run_1/layer_met3.png
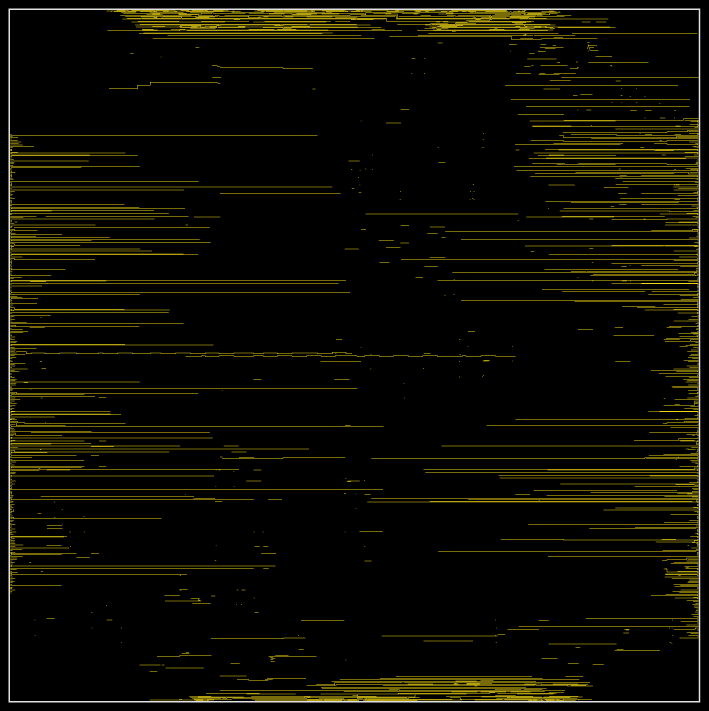
run_1/layer_met2.png
Bar = 200 um.
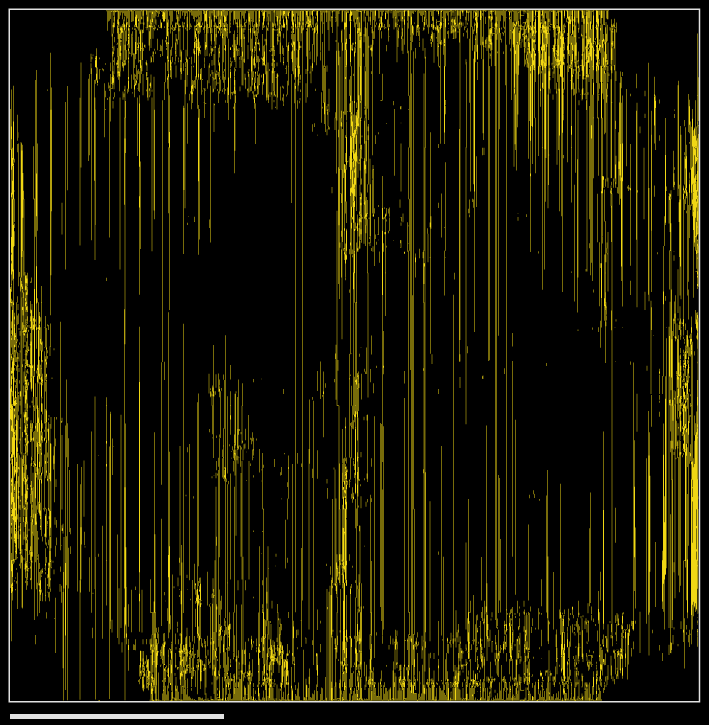
run_1/congestion.png
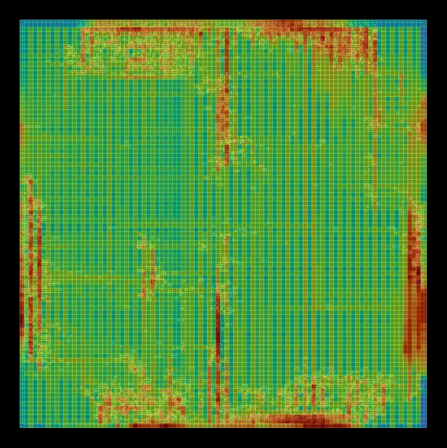
File: config.mk
export PLATFORM = sky130hd
export DESIGN_NAME = pmem_arbiter_flat
export DESIGN_NICKNAME = d
export VERILOG_FILES = /design/src/rtl/pmem_arbiter_if.sv /design/src/rtl/pmem_arbiter.sv /design/src/flat_wrapper.sv
export SDC_FILE = /design/constraint.sdc
export NUM_CORES = 1
export LEC_CHECK = 0
export ABC_AREA = 1
export CAP_MARGIN = 30
export CORE_AREA = 4 4 640 642
export DETAILED_ROUTE_END_ITERATION = 6
export DIE_AREA = 0 0 644 646
export PLACE_DENSITY = 0.3
export SLEW_MARGIN = 20
export SYNTH_ARGS = -nofsm -noshare
export SYNTH_HDL_FRONTEND = slang
export SYNTH_SLANG_ARGS = --single-unit
File: constraint.sdc
create_clock -name clk -period 1.87 [get_ports clk]
set_clock_uncertainty 0.2 [all_clocks]
set_input_delay 0.374 -clock clk [delete_from_list [all_inputs] [get_ports clk]]
set_output_delay 0.374 -clock clk [all_outputs]
set_load 0.005 [all_outputs]
File: src/rtl/pmem_arbiter_if.sv
// Signal bundle between the I/D cache line ports, the arbiter and physical memory.
// slave: the arbiter's view. master: the surrounding caches and memory.
interface pmem_arbiter_if #(
  parameter int unsigned LINE_W = 256,
  parameter int unsigned ADDR_W = 32
);
  // I-cache port
  logic              i_read;
  logic              i_write;
  logic [ADDR_W-1:0] i_address;
  logic [LINE_W-1:0] i_wdata;
  logic [LINE_W-1:0] i_rdata;
  logic              i_resp;
  // D-cache port
  logic              d_read;
  logic              d_write;
  logic [ADDR_W-1:0] d_address;
  logic [LINE_W-1:0] d_wdata;
  logic [LINE_W-1:0] d_rdata;
  logic              d_resp;
  // Physical memory port
  logic              pmem_read;
  logic              pmem_write;
  logic [ADDR_W-1:0] pmem_address;
  logic [LINE_W-1:0] pmem_wdata;
  logic [LINE_W-1:0] pmem_rdata;
  logic              pmem_resp;
  // Current owner: 00 idle, 01 I-cache, 10 D-cache
  logic [1:0]        arb_owner;

  modport slave (
    input  i_read, i_write, i_address, i_wdata,
    output i_rdata, i_resp,
    input  d_read, d_write, d_address, d_wdata,
    output d_rdata, d_resp,
    output pmem_read, pmem_write, pmem_address, pmem_wdata,
    input  pmem_rdata, pmem_resp,
    output arb_owner
  );

  modport master (
    output i_read, i_write, i_address, i_wdata,
    input  i_rdata, i_resp,
    output d_read, d_write, d_address, d_wdata,
    input  d_rdata, d_resp,
    input  pmem_read, pmem_write, pmem_address, pmem_wdata,
    output pmem_rdata, pmem_resp,
    input  arb_owner
  );
endinterface

File: src/rtl/pmem_arbiter.sv
// Two-port line-memory arbiter: grants the I-cache or D-cache port one whole line
// transaction at a time, registers the winner's command toward physical memory and
// steers the response back to the owner. Ties go round-robin or to D (D_PRIO=1).
module pmem_arbiter #(
  parameter int unsigned LINE_W = 256,
  parameter int unsigned ADDR_W = 32,
  parameter int unsigned D_PRIO = 0
) (
  input logic           clk,
  input logic           rst_n,
  pmem_arbiter_if.slave bus
);

  typedef enum logic [1:0] {
    StIdle  = 2'b00,
    StIBusy = 2'b01,
    StDBusy = 2'b10
  } state_e;

  state_e            state_q, state_d;
  logic              last_d_q, last_d_d;  // 1: D-cache was the most recent winner
  logic              rd_q, rd_d;
  logic              wr_q, wr_d;
  logic [ADDR_W-1:0] addr_q, addr_d;
  logic [LINE_W-1:0] wdata_q, wdata_d;

  logic i_act;
  logic d_act;
  logic win_d;

  assign i_act = bus.i_read | bus.i_write;
  assign d_act = bus.d_read | bus.d_write;
  // D wins when alone, under fixed priority, or when I was served last
  assign win_d = d_act & (~i_act | (D_PRIO != 0) | ~last_d_q);

  // Next-state: grant from idle and capture the winner's command; release on pmem_resp
  always_comb begin
    state_d  = state_q;
    last_d_d = last_d_q;
    rd_d     = rd_q;
    wr_d     = wr_q;
    addr_d   = addr_q;
    wdata_d  = wdata_q;
    unique case (state_q)
      StIdle: begin
        if (win_d) begin
          state_d  = StDBusy;
          last_d_d = 1'b1;
          rd_d     = bus.d_read & ~bus.d_write;  // read+write executes as a write
          wr_d     = bus.d_write;
          addr_d   = bus.d_address;
          wdata_d  = bus.d_wdata;
        end else if (i_act) begin
          state_d  = StIBusy;
          last_d_d = 1'b0;
          rd_d     = bus.i_read & ~bus.i_write;
          wr_d     = bus.i_write;
          addr_d   = bus.i_address;
          wdata_d  = bus.i_wdata;
        end
      end
      StIBusy, StDBusy: begin
        // Requester inputs are not sampled while busy; address/wdata keep their value
        if (bus.pmem_resp) begin
          state_d = StIdle;
          rd_d    = 1'b0;
          wr_d    = 1'b0;
        end
      end
      default: state_d = StIdle;
    endcase
  end

  // State and registered pmem command; reset abandons any in-flight transaction
  always_ff @(posedge clk or negedge rst_n) begin
    if (!rst_n) begin
      state_q  <= StIdle;
      last_d_q <= 1'b0;
      rd_q     <= 1'b0;
      wr_q     <= 1'b0;
      addr_q   <= '0;
      wdata_q  <= '0;
    end else begin
      state_q  <= state_d;
      last_d_q <= last_d_d;
      rd_q     <= rd_d;
      wr_q     <= wr_d;
      addr_q   <= addr_d;
      wdata_q  <= wdata_d;
    end
  end

  assign bus.pmem_read    = rd_q;
  assign bus.pmem_write   = wr_q;
  assign bus.pmem_address = addr_q;
  assign bus.pmem_wdata   = wdata_q;

  // Response is forwarded only to the owner; pmem_resp in idle is dropped
  assign bus.i_resp    = (state_q == StIBusy) & bus.pmem_resp;
  assign bus.d_resp    = (state_q == StDBusy) & bus.pmem_resp;
  assign bus.i_rdata   = bus.pmem_rdata;
  assign bus.d_rdata   = bus.pmem_rdata;
  assign bus.arb_owner = {state_q == StDBusy, state_q == StIBusy};

endmodule
File: src/flat_wrapper.sv
// flat-port wrapper written by rule: the top's interface ports become plain ports
module pmem_arbiter_flat 
#(
  parameter int unsigned LINE_W = 256,
  parameter int unsigned ADDR_W = 32,
  parameter int unsigned D_PRIO = 0
)
  (clk, rst_n, bus_i_read, bus_i_write, bus_i_address, bus_i_wdata, bus_i_rdata, bus_i_resp, bus_d_read, bus_d_write, bus_d_address, bus_d_wdata, bus_d_rdata, bus_d_resp, bus_pmem_read, bus_pmem_write, bus_pmem_address, bus_pmem_wdata, bus_pmem_rdata, bus_pmem_resp, bus_arb_owner);
  pmem_arbiter_if #(.LINE_W(LINE_W), .ADDR_W(ADDR_W)) bus_i ();
  input logic clk;
  input logic rst_n;
  input wire logic [$bits(bus_i.i_read)-1:0] bus_i_read;
  input wire logic [$bits(bus_i.i_write)-1:0] bus_i_write;
  input wire logic [$bits(bus_i.i_address)-1:0] bus_i_address;
  input wire logic [$bits(bus_i.i_wdata)-1:0] bus_i_wdata;
  output wire logic [$bits(bus_i.i_rdata)-1:0] bus_i_rdata;
  output wire logic [$bits(bus_i.i_resp)-1:0] bus_i_resp;
  input wire logic [$bits(bus_i.d_read)-1:0] bus_d_read;
  input wire logic [$bits(bus_i.d_write)-1:0] bus_d_write;
  input wire logic [$bits(bus_i.d_address)-1:0] bus_d_address;
  input wire logic [$bits(bus_i.d_wdata)-1:0] bus_d_wdata;
  output wire logic [$bits(bus_i.d_rdata)-1:0] bus_d_rdata;
  output wire logic [$bits(bus_i.d_resp)-1:0] bus_d_resp;
  output wire logic [$bits(bus_i.pmem_read)-1:0] bus_pmem_read;
  output wire logic [$bits(bus_i.pmem_write)-1:0] bus_pmem_write;
  output wire logic [$bits(bus_i.pmem_address)-1:0] bus_pmem_address;
  output wire logic [$bits(bus_i.pmem_wdata)-1:0] bus_pmem_wdata;
  input wire logic [$bits(bus_i.pmem_rdata)-1:0] bus_pmem_rdata;
  input wire logic [$bits(bus_i.pmem_resp)-1:0] bus_pmem_resp;
  output wire logic [$bits(bus_i.arb_owner)-1:0] bus_arb_owner;
  assign bus_i.i_read = bus_i_read;
  assign bus_i.i_write = bus_i_write;
  assign bus_i.i_address = bus_i_address;
  assign bus_i.i_wdata = bus_i_wdata;
  assign bus_i_rdata = bus_i.i_rdata;
  assign bus_i_resp = bus_i.i_resp;
  assign bus_i.d_read = bus_d_read;
  assign bus_i.d_write = bus_d_write;
  assign bus_i.d_address = bus_d_address;
  assign bus_i.d_wdata = bus_d_wdata;
  assign bus_d_rdata = bus_i.d_rdata;
  assign bus_d_resp = bus_i.d_resp;
  assign bus_pmem_read = bus_i.pmem_read;
  assign bus_pmem_write = bus_i.pmem_write;
  assign bus_pmem_address = bus_i.pmem_address;
  assign bus_pmem_wdata = bus_i.pmem_wdata;
  assign bus_i.pmem_rdata = bus_pmem_rdata;
  assign bus_i.pmem_resp = bus_pmem_resp;
  assign bus_arb_owner = bus_i.arb_owner;
  pmem_arbiter #(.LINE_W(LINE_W), .ADDR_W(ADDR_W), .D_PRIO(D_PRIO)) u_core (.clk(clk), .rst_n(rst_n), .bus(bus_i));
endmodule
==> Slide: Implementation Results, run 1 <==
Physical Implementation Snapshot

Outcome
  – Status: finished, violations left
  – Failing checks: setup timing

Yosys
  – Distinct lib cells: 16
  – Cell area leaders: dfrtp_1 39%, nand2_1 35%, buf_4 21%
  – Area leader share: 39.13%
  – Top_reg_cell synth: dfrtp_1
  – Seq cells post-synth: 293
  – Simple-gate portion of the synthesized area: 35.20%
  – # Cells Yosys: 2,711
  – Largest area contributor in the netlist: dfrtp_1
  – Post-synthesis cell area: 18,740 sq um
  – FA/HA/MAJ Cells, Area Fraction: 0.2671%
  – Most instantiated cells after synthesis: 1,747 x nand2_1, 530 x buf_4, 293 x dfrtp_1, 76 x buf_2, 26 x buf_6
  – Yosys aoi share: 0.1335%
  – Avg Cell Area, Syn: 6.912 sq um

Power and ir drop
  – Power Clock: 0.0108 W
  – Logic pwr share: 65.3%
  – Overall Power: 0.06718 W
  – Clk pwr share: 16.1%
  – Switching Share: 45.59%
  – Switching pwr: 0.03062 W
  – P_comb: 0.0439 W
  – Sequential Power: 0.0125 W

Floorplanning
  – Row cnt: 234
  – Core Density at Floorplan: 4.631%
  – Die span in x: 644 um
  – Core area: 404,600 sq um

Place
  – Placed Cells: 8,485
  – Post-DP Area: 32,120 sq um
  – Placer congestion estimate: 0.7635

Setup path
  – Worst EP required: 2270 ps
  – Worst path cell trace: inv_2, buf_4, ha_4, o21ai_4, buf_12, buf_6, buf_12, buf_16, buf_6, bufbuf_16, nand2_1, nand2_1
  – Worst Setup End Kind: register
  – Reg-to-reg endpoint: u_core.bus.pmem_wdata[30]
  – Slowest cell on the critical path: dfrtp_1
  – Reg-to-reg slack, setup: -360 ps
  – FF-to-FF path depth: 12
  – Buffers & Inverters on Critical Path: 8
  – WP data arrival: 2630 ps
  – CP Launch Type: register
  – Worst path top cell family by delay: buffers and inverters

Timing
  – Tcrit/Tclk final: 119.2%
  – Setup ws final: -359.8 ps
  – Period minus WS final: 2230 ps
  – Fmax: 0.4485 GHz
  – Final Max Tran Viols: 0
  – Max-slew headroom: 63.66%
  – Final setup violating endpoints: 367

Cells and area
  – Count of non-CTS buffers in the layout: 1,343
  – # clk buffers: 63
  – Area growth syn-to-layout: 114.3%
  – Share of layout cells above drive strength 1: 27.97%
  – Register area: 7350 sq um
  – Multi-input gate share of total cell area: 19.78%
  – Most common logic cell in the routed design: nand2_1
  – Non-clk invs: 21
  – Fillcell total: 47,210
  – Ant diodes: 22
  – Seq area share: 18.30%
  – Most frequent logic cells in the routed design: 1,488 x nand2_1, 580 x clkdlybuf4s50_1, 279 x dfrtp_1

Detailed routing
  – Top Metal Used: met5
  – Initial drt markers: 1,270
  – WL/cell: 28.35 um
  – Vias per cell: 2.337
  – # DRC: 0

Flow run
  – Tool warnings: 31

Global route
  – First-pass GRT wire length: 294,900 um
  – Initial antenna violation count: 142

Clock network
  – Root Buffer: clkbuf_16
  – Clock H-tree levels: 2
  – Cts-stage hold buffer count: 160
  – Worst-Skew Late Latency: 740 ps
  – Num CTS Buffers: 50
  – Cts repair resizes: 884
  – Worst-path clk slew: 60 ps

Min path
  – HP Class: primary input to register
Notes on layer_met3.png above:
share of all routed wire	18%
main direction	horizontal
wire length on this layer	44.9 mm
nets with wire on the layer	775
longest straight run	348 um

Notes on layer_met2.png above:
wire length on this layer	111 mm
share of all routed wire	44%
main direction	vertical
longest straight run	586 um
nets with wire on the layer	3,626
DR vias: 20,950
GR Layer Usage met2: 17.66%
Routed WL: 254,100 um

Notes on congestion.png above:
Core Util, Final: 9.925%
Global Route Usage Sum: 11.44%
GR Util met1: 11.31%
met3 GRT Util: 9.468%

--- run 2 (diff from run 1) ---
--- a/config.mk
+++ b/config.mk
@@ -7,9 +7,10 @@
 export LEC_CHECK = 0
 export ABC_AREA = 1
 export CAP_MARGIN = 30
-export CORE_AREA = 4 4 640 642
+export CORE_AREA = 4 4 647 649
 export DETAILED_ROUTE_END_ITERATION = 6
-export DIE_AREA = 0 0 644 646
+export DIE_AREA = 0 0 651 653
+export HOLD_SLACK_MARGIN = 0.03
 export PLACE_DENSITY = 0.3
 export SLEW_MARGIN = 20
 export SYNTH_ARGS = -nofsm -noshare
run_2/flops_by_reg.png
Bar = 200 um. Other sequential cells in the stronger gray, the rest of the logic in the fainter gray.
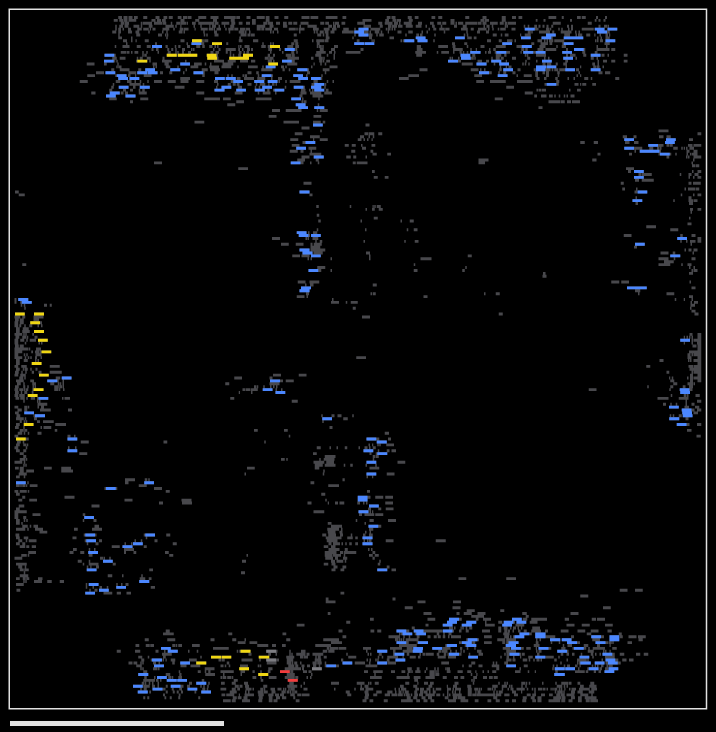
signal	color	flops
u_core.bus.pmem_address	yellow	32
u_core.state_q	red	2
u_core.bus.pmem_wdata	blue	256
not colored	3

run_2/layer_met3.png
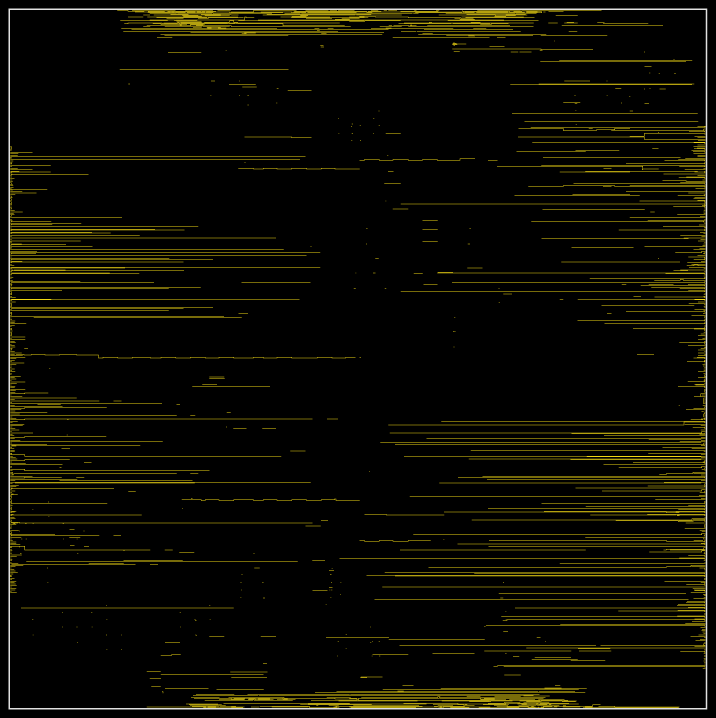
longest straight run	342 um
wire length on this layer	45.9 mm

==> Slide: Implementation Results, run 2 <==
Physical Implementation Snapshot

Yosys
  – Post-synthesis cell area: 18,740 sq um
  – Simple-gate portion of the synthesized area: 35.20%
  – Cell area leaders: dfrtp_1 39%, nand2_1 35%, buf_4 21%
  – Top_reg_cell synth: dfrtp_1
  – Area leader share: 39.13%
  – Largest area contributor in the netlist: dfrtp_1
  – # Cells Yosys: 2,711
  – FA/HA/MAJ Cells, Area Fraction: 0.2671%
  – Avg Cell Area, Syn: 6.912 sq um

Cells and area
  – Core Util, Final: 9.345%
  – Register area: 7347 sq um
  – Most frequent logic cells in the routed design: 1,570 x nand2_1, 581 x clkdlybuf4s50_1, 281 x dfrtp_1
  – Multi-input gate share of total cell area: 19.26%
  – Area growth syn-to-layout: 105.7%
  – Seq area share: 19.06%
  – Most common logic cell in the routed design: nand2_1

Detailed routing
  – WL/cell: 27.00 um
  – Initial drt markers: 1,081
  – DR vias: 20,360

Clock network
  – Clock H-tree levels: 2
  – Root Buffer: clkbuf_16
  – Worst-path clk slew: 50 ps

Timing
  – Fmax: 0.4479 GHz
  – Final setup violating endpoints: 361
  – Setup ws final: -362.8 ps
  – Tcrit/Tclk final: 119.4%

Global route
  – Initial antenna violation count: 124
  – First-pass GRT wire length: 281,700 um

Setup path
  – FF-to-FF path depth: 12
  – CP Launch Type: register
  – Buffers & Inverters on Critical Path: 4
  – Worst Setup End Kind: primary output
  – Worst EP required: 1300 ps
  – Worst path cell trace: inv_2, buf_6, ha_4, nand2_2, inv_2, buf_6
  – Worst path top cell family by delay: flip-flops

Place
  – Placer congestion estimate: 0.7434

Outcome
  – Failing checks: setup timing
  – Status: finished, violations left

Power and ir drop
  – Switching Share: 45.55%
  – Power Clock: 0.0101 W
  – Clk pwr share: 16.2%
  – Switching pwr: 0.02821 W

Flow run
  – Tool warnings: 31
run_2/congestion.png
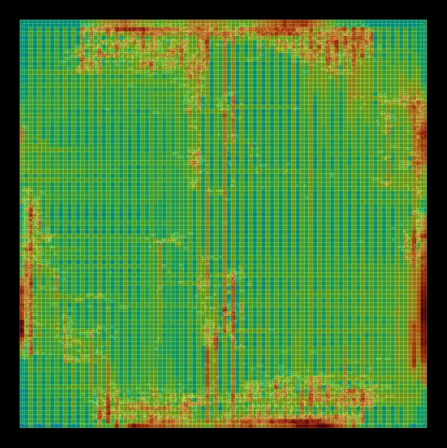
GR Util met1: 10.24%
GRT Max-Usage Layer: met2
Global Route Usage Sum: 10.67%

Power figures rest on the tool's default switching activity, not on a simulated workload.
